### config.mk
export PLATFORM = sky130hd
export DESIGN_NAME = fp_round32_l2
export DESIGN_NICKNAME = d
export VERILOG_FILES = /design/src/rtl/fp32_pkg.sv /design/src/rtl/fp_round_decide.sv /design/src/rtl/fp_round32_l2.sv
export SDC_FILE = /design/constraint.sdc
export NUM_CORES = 1
export LEC_CHECK = 0
export ABC_AREA = 0
export CAP_MARGIN = 40
export CORE_ASPECT_RATIO = 1.75
export CORE_UTILIZATION = 53
export CTS_CLUSTER_DIAMETER = 200
export DETAILED_ROUTE_END_ITERATION = 6
export GPL_TIMING_DRIVEN = 0
export PLACE_DENSITY = 0.81
export SETUP_SLACK_MARGIN = 0.05
export SYNTH_ARGS = -nofsm -noshare
export SYNTH_HDL_FRONTEND = slang
export SYNTH_SLANG_ARGS = --single-unit
### constraint.sdc
create_clock -name clk -period 3.8 [get_ports clk]
set_input_delay 0.76 -clock clk [delete_from_list [all_inputs] [get_ports clk]]
set_output_delay 0.76 -clock clk [all_outputs]
set_load 0.005 [all_outputs]
### src/rtl/fp32_pkg.sv
// fp32_pkg: shared types and constants for the fp32 rounding datapath.
//   rm_e     - IEEE 754 rounding-mode encoding as carried on the rm port
//   fp32n_t  - normalised word from the normaliser: sign, exp, sig[25:0]
//              (sig[25]=hidden, sig[24:2]=fraction, sig[1]=guard, sig[0]=sticky)
//   fp32r_t  - packed IEEE single result: sign, exp, frac
//   FP32_INF, FP32_MAXF - magnitudes (sign excluded) of infinity / max finite
//   FP32_QNAN           - canonical quiet NaN; its fraction MSB is the quiet bit
package fp32_pkg;

    typedef enum logic [2:0] {
        RM_RNE = 3'd0,
        RM_RTZ = 3'd1,
        RM_RDN = 3'd2,
        RM_RUP = 3'd3,
        RM_RMM = 3'd4
    } rm_e;

    typedef struct packed {
        logic        sign;
        logic [7:0]  exp;
        logic [25:0] sig;
    } fp32n_t;

    typedef struct packed {
        logic        sign;
        logic [7:0]  exp;
        logic [22:0] frac;
    } fp32r_t;

    localparam logic [30:0] FP32_INF  = 31'h7F80_0000;
    localparam logic [30:0] FP32_MAXF = 31'h7F7F_FFFF;
    localparam logic [31:0] FP32_QNAN = 32'h7FC0_0000;

    // Encodings 5-7 are reserved and behave as round-to-nearest-even.
    function automatic rm_e decode_rm(input logic [2:0] raw);
        case (raw)
            3'd1:    return RM_RTZ;
            3'd2:    return RM_RDN;
            3'd3:    return RM_RUP;
            3'd4:    return RM_RMM;
            default: return RM_RNE;
        endcase
    endfunction

endpackage

### src/rtl/fp_round_decide.sv
// fp_round_decide: combinational round-up decision, independent of word width
// so the fp64 rounder can reuse it.
//   i_sign    - sign of the value being rounded
//   i_lsb     - least significant kept fraction bit
//   i_g, i_s  - guard and sticky bits
//   i_rm      - decoded rounding mode
//   o_roundup - 1 when one ulp must be added to the kept magnitude
module fp_round_decide
    import fp32_pkg::*;
(
    input  logic i_sign,
    input  logic i_lsb,
    input  logic i_g,
    input  logic i_s,
    input  rm_e  i_rm,
    output logic o_roundup
);

    // NOTE: every output of a combinational block gets a default first, so no
    // path through the case can leave it unassigned and infer a latch.
    always_comb begin
        o_roundup = 1'b0;
        case (i_rm)
            RM_RNE:  o_roundup = i_g & (i_s | i_lsb);
            RM_RTZ:  o_roundup = 1'b0;
            RM_RDN:  o_roundup = i_sign & (i_g | i_s);
            RM_RUP:  o_roundup = ~i_sign & (i_g | i_s);
            RM_RMM:  o_roundup = i_g;
            default: o_roundup = i_g & (i_s | i_lsb);
        endcase
    end

endmodule

### src/rtl/fp_round32_l2.sv
// fp_round32_l2: two-stage IEEE single rounding stage fed by the fp32
// normaliser. Stage 1 decides the round-up bit; stage 2 adds it, resolves
// overflow per mode, quiets NaNs and forms the exception flags.
//   clk, rst_n   - clock, asynchronous active-low reset
//   ce           - clock enable; every register holds while low
//   vld_i, i     - input word valid / normalised word (fp32n_t)
//   rm           - rounding mode (0 RNE, 1 RTZ, 2 RDN, 3 RUP, 4 RMM, else RNE)
//   under_i      - normaliser underflow (value is tiny before rounding)
//   inexact_i    - normaliser already discarded nonzero bits
//   vld_o, o     - result valid / packed IEEE single result
//   inexact_o, overflow_o, underflow_o - exception flags of the result
module fp_round32_l2
    import fp32_pkg::*;
#(
    parameter int LAT        = 2,
    parameter bit QNAN_FORCE = 1'b1
) (
    input  logic        clk,
    input  logic        rst_n,
    input  logic        ce,
    input  logic        vld_i,
    input  fp32n_t      i,
    input  logic [2:0]  rm,
    input  logic        under_i,
    input  logic        inexact_i,
    output logic        vld_o,
    output logic [31:0] o,
    output logic        inexact_o,
    output logic        overflow_o,
    output logic        underflow_o
);

    generate
        if (LAT != 2) begin : g_bad_lat
            $error("fp_round32_l2: LAT must be 2");
        end
    endgenerate

    // ---------------- stage 1: round decision ----------------
    rm_e  w_rm;
    logic w_roundup;

    assign w_rm = decode_rm(rm);

    fp_round_decide u_decide (
        .i_sign    (i.sign),
        .i_lsb     (i.sig[2]),
        .i_g       (i.sig[1]),
        .i_s       (i.sig[0]),
        .i_rm      (w_rm),
        .o_roundup (w_roundup)
    );

    logic        r1_vld;
    logic        r1_sign;
    logic [7:0]  r1_exp;
    logic [22:0] r1_frac;
    logic        r1_special;
    logic        r1_zero;
    logic        r1_roundup;
    logic        r1_rinex;
    rm_e         r1_rm;
    logic        r1_under;
    logic        r1_inexact;

    // NOTE: state is written with non-blocking assignments so every register
    // samples the pre-edge values, independent of statement order.
    // Data registers load only for valid words, so bubbles leave the last
    // values in place; only the valid bit tracks bubbles.
    always_ff @(posedge clk or negedge rst_n) begin
        if (!rst_n) begin
            r1_vld     <= 1'b0;
            r1_sign    <= 1'b0;
            r1_exp     <= 8'h00;
            r1_frac    <= 23'h0;
            r1_special <= 1'b0;
            r1_zero    <= 1'b0;
            r1_roundup <= 1'b0;
            r1_rinex   <= 1'b0;
            r1_rm      <= RM_RNE;
            r1_under   <= 1'b0;
            r1_inexact <= 1'b0;
        end else if (ce) begin
            r1_vld <= vld_i;
            if (vld_i) begin
                r1_sign    <= i.sign;
                r1_exp     <= i.exp;
                r1_frac    <= i.sig[24:2];
                r1_special <= (i.exp == 8'hFF);
                r1_zero    <= (i.exp == 8'h00) && (i.sig == 26'h0);
                r1_roundup <= w_roundup;
                r1_rinex   <= i.sig[1] | i.sig[0];
                r1_rm      <= w_rm;
                r1_under   <= under_i;
                r1_inexact <= inexact_i;
            end
        end
    end

    // ---------------- stage 2: increment and exceptions ----------------
    // Adding the round bit across {exp, frac} lets a fraction carry bump the
    // exponent naturally (denormal -> normal, 1.111.. -> 2.0).
    logic [30:0] w_sum;
    logic        w_carry;
    logic        w_ovf;
    logic [30:0] w_ovf_mag;
    logic [22:0] w_qbit;
    fp32r_t      w_res;
    logic        w_inexact;
    logic        w_overflow;
    logic        w_underflow;

    assign w_sum   = {r1_exp, r1_frac} + {30'd0, r1_roundup};
    assign w_carry = (w_sum[30:23] != r1_exp);
    assign w_ovf   = (w_sum[30:23] == 8'hFF) || ((r1_exp == 8'hFE) && w_carry);
    assign w_qbit  = (QNAN_FORCE && (r1_frac != 23'h0)) ? FP32_QNAN[22:0] : 23'h0;

    // Overflow saturates to infinity unless the mode rounds toward zero for
    // this sign, in which case the largest finite magnitude is returned.
    always_comb begin
        w_ovf_mag = FP32_INF;
        case (r1_rm)
            RM_RTZ:  w_ovf_mag = FP32_MAXF;
            RM_RDN:  w_ovf_mag = r1_sign ? FP32_INF : FP32_MAXF;
            RM_RUP:  w_ovf_mag = r1_sign ? FP32_MAXF : FP32_INF;
            default: w_ovf_mag = FP32_INF;
        endcase
    end

    always_comb begin
        w_res       = fp32r_t'({r1_sign, w_sum});
        w_inexact   = r1_inexact | r1_rinex;
        w_overflow  = 1'b0;
        w_underflow = 1'b0;
        if (r1_special) begin
            w_res     = fp32r_t'({r1_sign, r1_exp, r1_frac | w_qbit});
            w_inexact = 1'b0;
        end else if (r1_zero) begin
            w_res     = fp32r_t'({r1_sign, 31'h0});
            w_inexact = 1'b0;
        end else begin
            if (w_ovf) begin
                w_res      = fp32r_t'({r1_sign, w_ovf_mag});
                w_inexact  = 1'b1;
                w_overflow = 1'b1;
            end
            // Tininess was judged by the normaliser, i.e. before rounding.
            w_underflow = r1_under & w_inexact;
        end
    end

    logic   r_vld_o;
    fp32r_t r_o;
    logic   r_inexact_o;
    logic   r_overflow_o;
    logic   r_underflow_o;

    always_ff @(posedge clk or negedge rst_n) begin
        if (!rst_n) begin
            r_vld_o       <= 1'b0;
            r_o           <= '0;
            r_inexact_o   <= 1'b0;
            r_overflow_o  <= 1'b0;
            r_underflow_o <= 1'b0;
        end else if (ce) begin
            r_vld_o <= r1_vld;
            if (r1_vld) begin
                r_o           <= w_res;
                r_inexact_o   <= w_inexact;
                r_overflow_o  <= w_overflow;
                r_underflow_o <= w_underflow;
            end
        end
    end

    assign vld_o       = r_vld_o;
    assign o           = r_o;
    assign inexact_o   = r_inexact_o;
    assign overflow_o  = r_overflow_o;
    assign underflow_o = r_underflow_o;

endmodule

==> Changelog: implementation, run 1 <==
### Changed

* Slew @ Worst Pin at 0.685 ns
* Critical Path Stages at 10
* Synthesis area per yosys at 4310 sq um
* Status: finished, final reports clean
* Maxcap violations at 0
* I/O pin cnt at 80
* Clk_lat worst skew at 0.34 ns
* Comb power frac at 0.241
* M1 GR Usage at 0.358
* Final ANT Viol Nets at 0
* Signal buf overhead at 0.172
* DR pass1 iterations at 5
* Logic cell area at approximately 2200 sq um
* Chip area at approximately 8500 sq um
* Area added between synthesis and finish at 28.5%
* Critical R2R Launch: r1_frac[0]
* Crit path cell chain: ha_1, ha_1, nand3_1, nor4_4, a21oi_1, a211oi_2, nor4bb_1, clkbuf_1, a311oi_1, o21ai_1
* RSZ-0062 raised after global routing: false
* Number of nets at floorplan at 479
* Post_cts resized at 0
* WL met2 at between 6000 and 7000 um
* Final setup margin at 0.336 ns
* Avg Cell Area, Syn at a little under 10 sq um
* Tot Pwr at roughly 2.6 mW
* VDD IR-drop max at approximately 0.00036 V
* Rows at 43
* Nets@finish at 570
* Layout cells sized above 1 at 0.151
* Fin area at 5540 sq um
* Clk power at slightly below 900 uW
* Core ar. at approximately 7900 sq um
* Vias at about 3,900
* Post-synth seq share at 0.453
* Unique masters post-synth at 58
* PD cells at 475 nW/um^2
* Most frequent cells in the layout: 78 x dfrtp_1, 78 x clkdlybuf4s50_1, 47 x nand2_1
* Startpoint types: flip-flop
* Dpl hpwl at 9820 um
* Layout clock area frac at 0.0542
* Power in combinational cells at 633 uW
* Biggest Area Class: logic gates
* Sw Ratio at 0.293
* Final Slew Violations at 0
* Post-Place Cells at 603
* Register Area at 1950 sq um
* Inverters at 10
* Top routing layer used: met4
* Routability Congestion at around 1.0
* Combinational gates at 316
* Cts hold-fix bufs at 0
* AO/OA Area Share at 0.125
* Layout filler cell count at between 600 and 700
* FP Util at 0.545
* ANT cells at 0
* Crit-path slowest cell: clkbuf_1
* Critical path type: reg -> reg
* Slew headroom at 0.543
* Most common cell in the netlist: dfrtp_1
* DR WL/cell at around 21 um
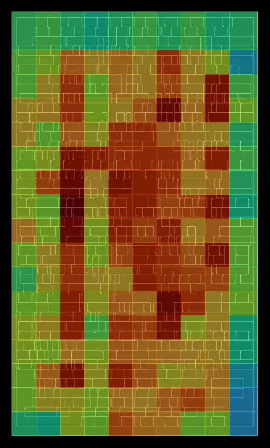
*Routing congestion map, run 1*
Top Usage Layer GRT: met2
met2 usage: 0.567

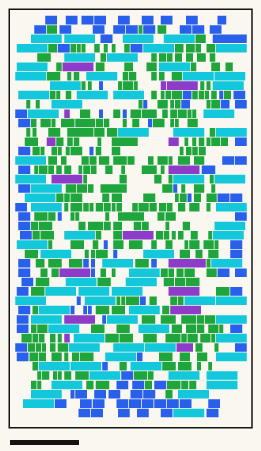
*Cell classes on the final placement, run 1*
The bar under the picture is 20 um long.
remaining logic cells -> green  # cells 326, share of their area 41%
registers -> cyan  # cells 78, share of their area 36%
remaining buffers and delay cells -> blue  # cells 109, share of their area 18%
clock drivers and dummy loads -> purple  # cells 16, share of their area 5.5%

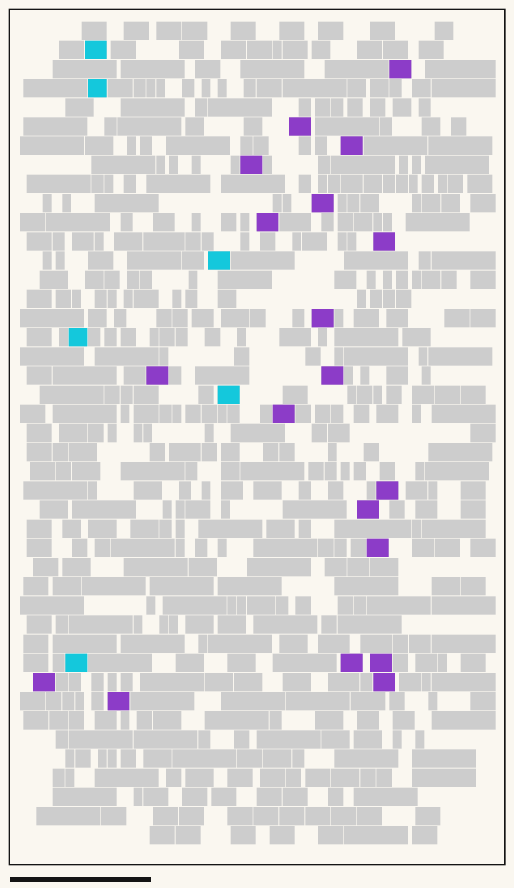
*Gate families picked out, run 1*
The bar under the picture is 20 um long.
non-inverting ao/oa cells -> cyan  # cells 6
xor and xnor cells -> purple  # cells 19

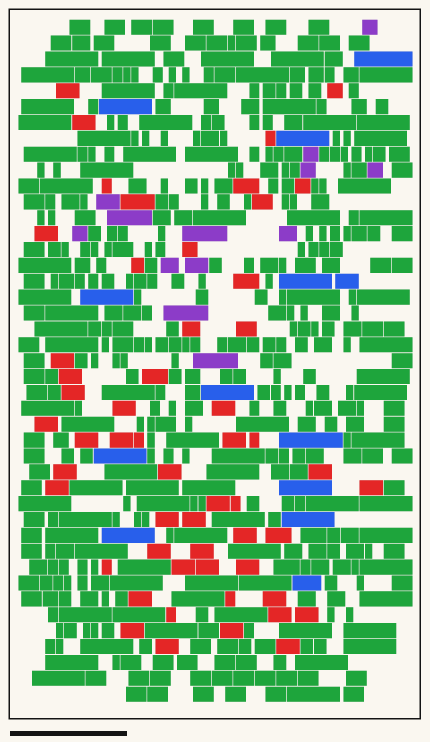
*Drive-strength map, run 1*
The bar under the picture is 20 um long.
x1 and smaller -> green  # cells 449, share 85%
x2 -> red  # cells 54, share 10%
x6 and larger -> blue  # cells 13, share 2.5%
x3 and x4 -> purple  # cells 13, share 2.5%

==> run 2: changes to the inputs <==
PLACE_DENSITY = 0.93   (was 0.81)
TNS_END_PERCENT = 10   (was default)
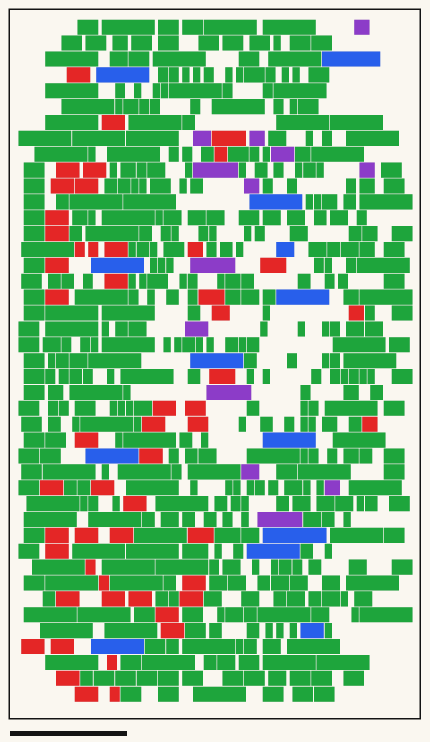
*Drive-strength map, run 2*
The bar under the picture is 20 um long.
x1 and smaller -> green  # cells 450, share 85%
x2 -> red  # cells 52, share 9.8%
x3 and x4 -> purple  # cells 13, share 2.5%
x6 and larger -> blue  # cells 13, share 2.5%

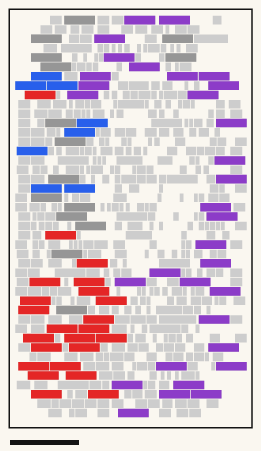
*Sequential cells colored by netlist name, run 2*
The bar under the picture is 20 um long. Other sequential cells in the stronger gray, the rest of the logic in the fainter gray.
`r1_frac` -> red  # placed flops 23, where south-west
`r1_exp` -> blue  # placed flops 8
`o` -> purple  # placed flops 32
not colored = 15

==> Changelog: implementation, run 2 <==
### Changed

* Critical path type: reg -> reg
* Layout cells sized above 1 at 0.148
* Top routing layer used: met4
* Cts hold-fix bufs at 0
* Status: finished, final reports clean
* Layout filler cell count at 616
* Layout clock area frac at 0.0523
* Slew @ Worst Pin at 0.636 ns
* Sink Count at 78
* Post-synth seq share at 0.453
* Clk power at 847 uW
* Rows at 43
* Clk_lat worst skew at 0.34 ns
* Signal buf overhead at 0.172
* Logic cell area at 2180 sq um
* Critical path endpoint category: flip-flop
* FP Util at 0.545
* Most frequent cells in the layout: 78 x dfrtp_1, 78 x clkdlybuf4s50_1, 47 x nand2_1
* M1 GR Usage at 0.361
* Comb power frac at 0.244
* ANT cells at 0
* Area added between synthesis and finish at 28.3%
* Top Usage Layer GRT: met2
* Post-Place Cells at approximately 600
* R2r endpoint: o[1]
* Number of nets at floorplan at ~480
* Fin area at 5530 sq um
* Chip area at 8510 sq um
* Combinational gates at 316
* Most common cell in the netlist: dfrtp_1
* Seq area share at 0.353
* Final ANT Viol Nets at 0
* Post_cts resized at 0
* Critical R2R Launch: r1_frac[0]
* I/O pin cnt at ~80
* Nets@finish at 570
* Crit path cell chain: ha_1, ha_1, nand3_1, nor4_1, a21oi_1, or2_2, a41oi_2, buf_4, a221oi_1, nand2_1
* Tot Pwr at around 2.6 mW
* Unique masters post-synth at approximately 58
* Maxcap violations at 0
* AO/OA Area Share at 0.125
* Final setup margin at about 0.52 ns
* DR pass1 iterations at 5
* Startpoint types: flip-flop
* VDD IR-drop max at between 0.0003 and 0.0004 V
* Dpl hpwl at 9870 um
* Setup crit end: o[1]
* Drt initial violations at 268
* PD cells at 472 nW/um^2
* Final Slew Violations at 0
* WL met2 at 6800 um
* Critical Path Stages at 10
* Core ar. at 7910 sq um
* Register Area at 1950 sq um
* Routability Congestion at 0.936
* Sw Ratio at 0.293
* Slew headroom at 0.576
* Vias at 3,938
* Inverters at 10
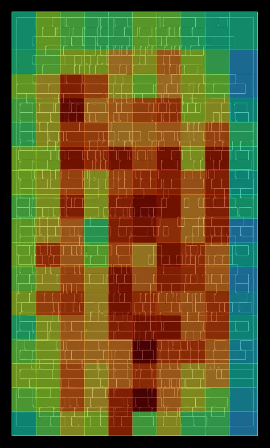
*Routing congestion map, run 2*
Util after Layout: 0.699
met3 usage: 0.0507
GRT Total Usage: 0.315
met2 usage: 0.541
DR WL/cell: 20.5 um

==> run 3: changes to the inputs <==
CELL_PAD_IN_SITES_DETAIL_PLACEMENT = 1   (was default)
CELL_PAD_IN_SITES_GLOBAL_PLACEMENT = 1   (was default)
CORE_UTILIZATION = 40   (was 53)
PLACE_DENSITY = 0.91   (was 0.93)
==> Changelog: implementation, run 3 <==
### Changed

* Layout clock area frac at 0.0534
* Top routing layer used: met4
* Core ar. at 10,400 sq um
* Signal buf overhead at 0.170
* Sink Count at 78
* Maxcap violations at 0
* Post_cts resized at 0
* Most frequent cells in the layout: 78 x dfrtp_1, 78 x clkdlybuf4s50_1, 47 x nand2_1
* Top Usage Layer GRT: met2
* Unique masters post-synth at 58
* Final ANT Viol Nets at 0
* Crit-path slowest cell: clkbuf_1
* Nets@finish at between 500 and 600
* Drt initial violations at 261
* I/O pin cnt at ~80
* Critical path type: reg -> reg
* Status: finished, final reports clean
* Vias at roughly 3,900
* Final Slew Violations at 0
* Critical R2R Launch: r1_frac[0]
* Biggest Area Class: logic gates
* Layout filler cell count at between 1,000 and 1,500
* Power in combinational cells at 646 uW
* Sw Ratio at 0.297
* Post-synth seq share at 0.453
* R2r endpoint: o[9]
* Logic cell area at 2180 sq um
* Routability Congestion at 0.954
* Tot Pwr at 2.65 mW
* Clk_lat worst skew at 0.34 ns
* Clk power at 867 uW
* Cts hold-fix bufs at 0
* Startpoint types: flip-flop
* Critical path endpoint category: flip-flop
* Combinational gates at about 320
* Chip area at 11,200 sq um
* RSZ-0062 raised after global routing: false
* Slew @ Worst Pin at 0.768 ns
* WL met2 at 8080 um
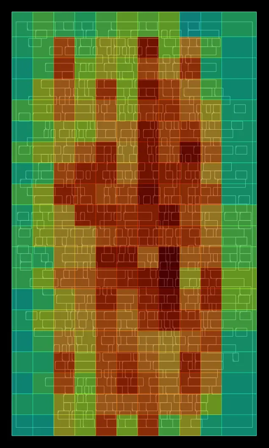
*Routing congestion map, run 3*
GRT Total Usage: 0.277
DR WL/cell: 21.9 um
M1 GR Usage: 0.278
met2 usage: 0.515
Util after Layout: 0.539

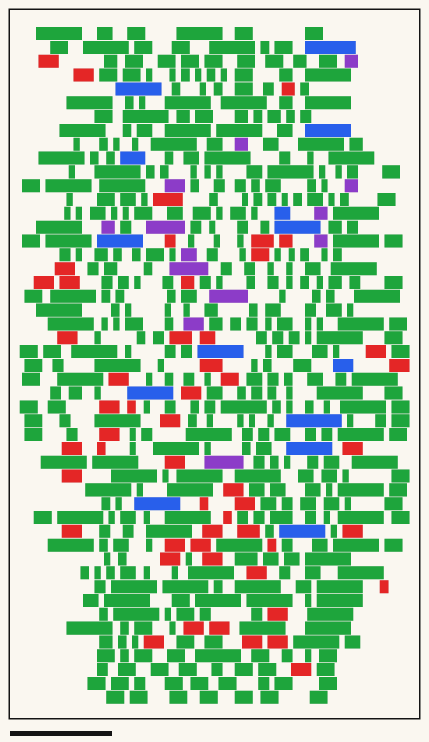
*Drive-strength map, run 3*
The bar under the picture is 20 um long.
x2 -> red  # cells 52, share 9.8%
x6 and larger -> blue  # cells 14, share 2.7%
x1 and smaller -> green  # cells 449, share 85%
x3 and x4 -> purple  # cells 13, share 2.5%
Buffers excl. clock: 109
area added between synthesis and finish: 29.5%
final setup margin: 0.235 ns
fin area: 5580 sq um

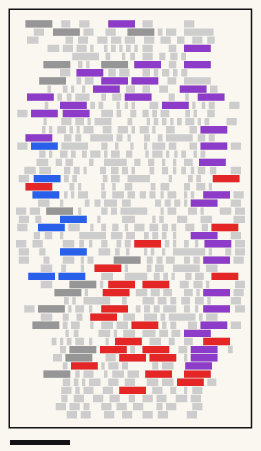
*Sequential cells colored by netlist name, run 3*
The bar under the picture is 20 um long. Other sequential cells in the stronger gray, the rest of the logic in the fainter gray.
`r1_exp` -> blue  # placed flops 8, where west
`o` -> purple  # placed flops 32
`r1_frac` -> red  # placed flops 23
not colored = 15
Seq area share: 0.350
Seq power: 1.14 mW
Register Area: 1950 sq um

Power is estimated from default activity; no workload was simulated.
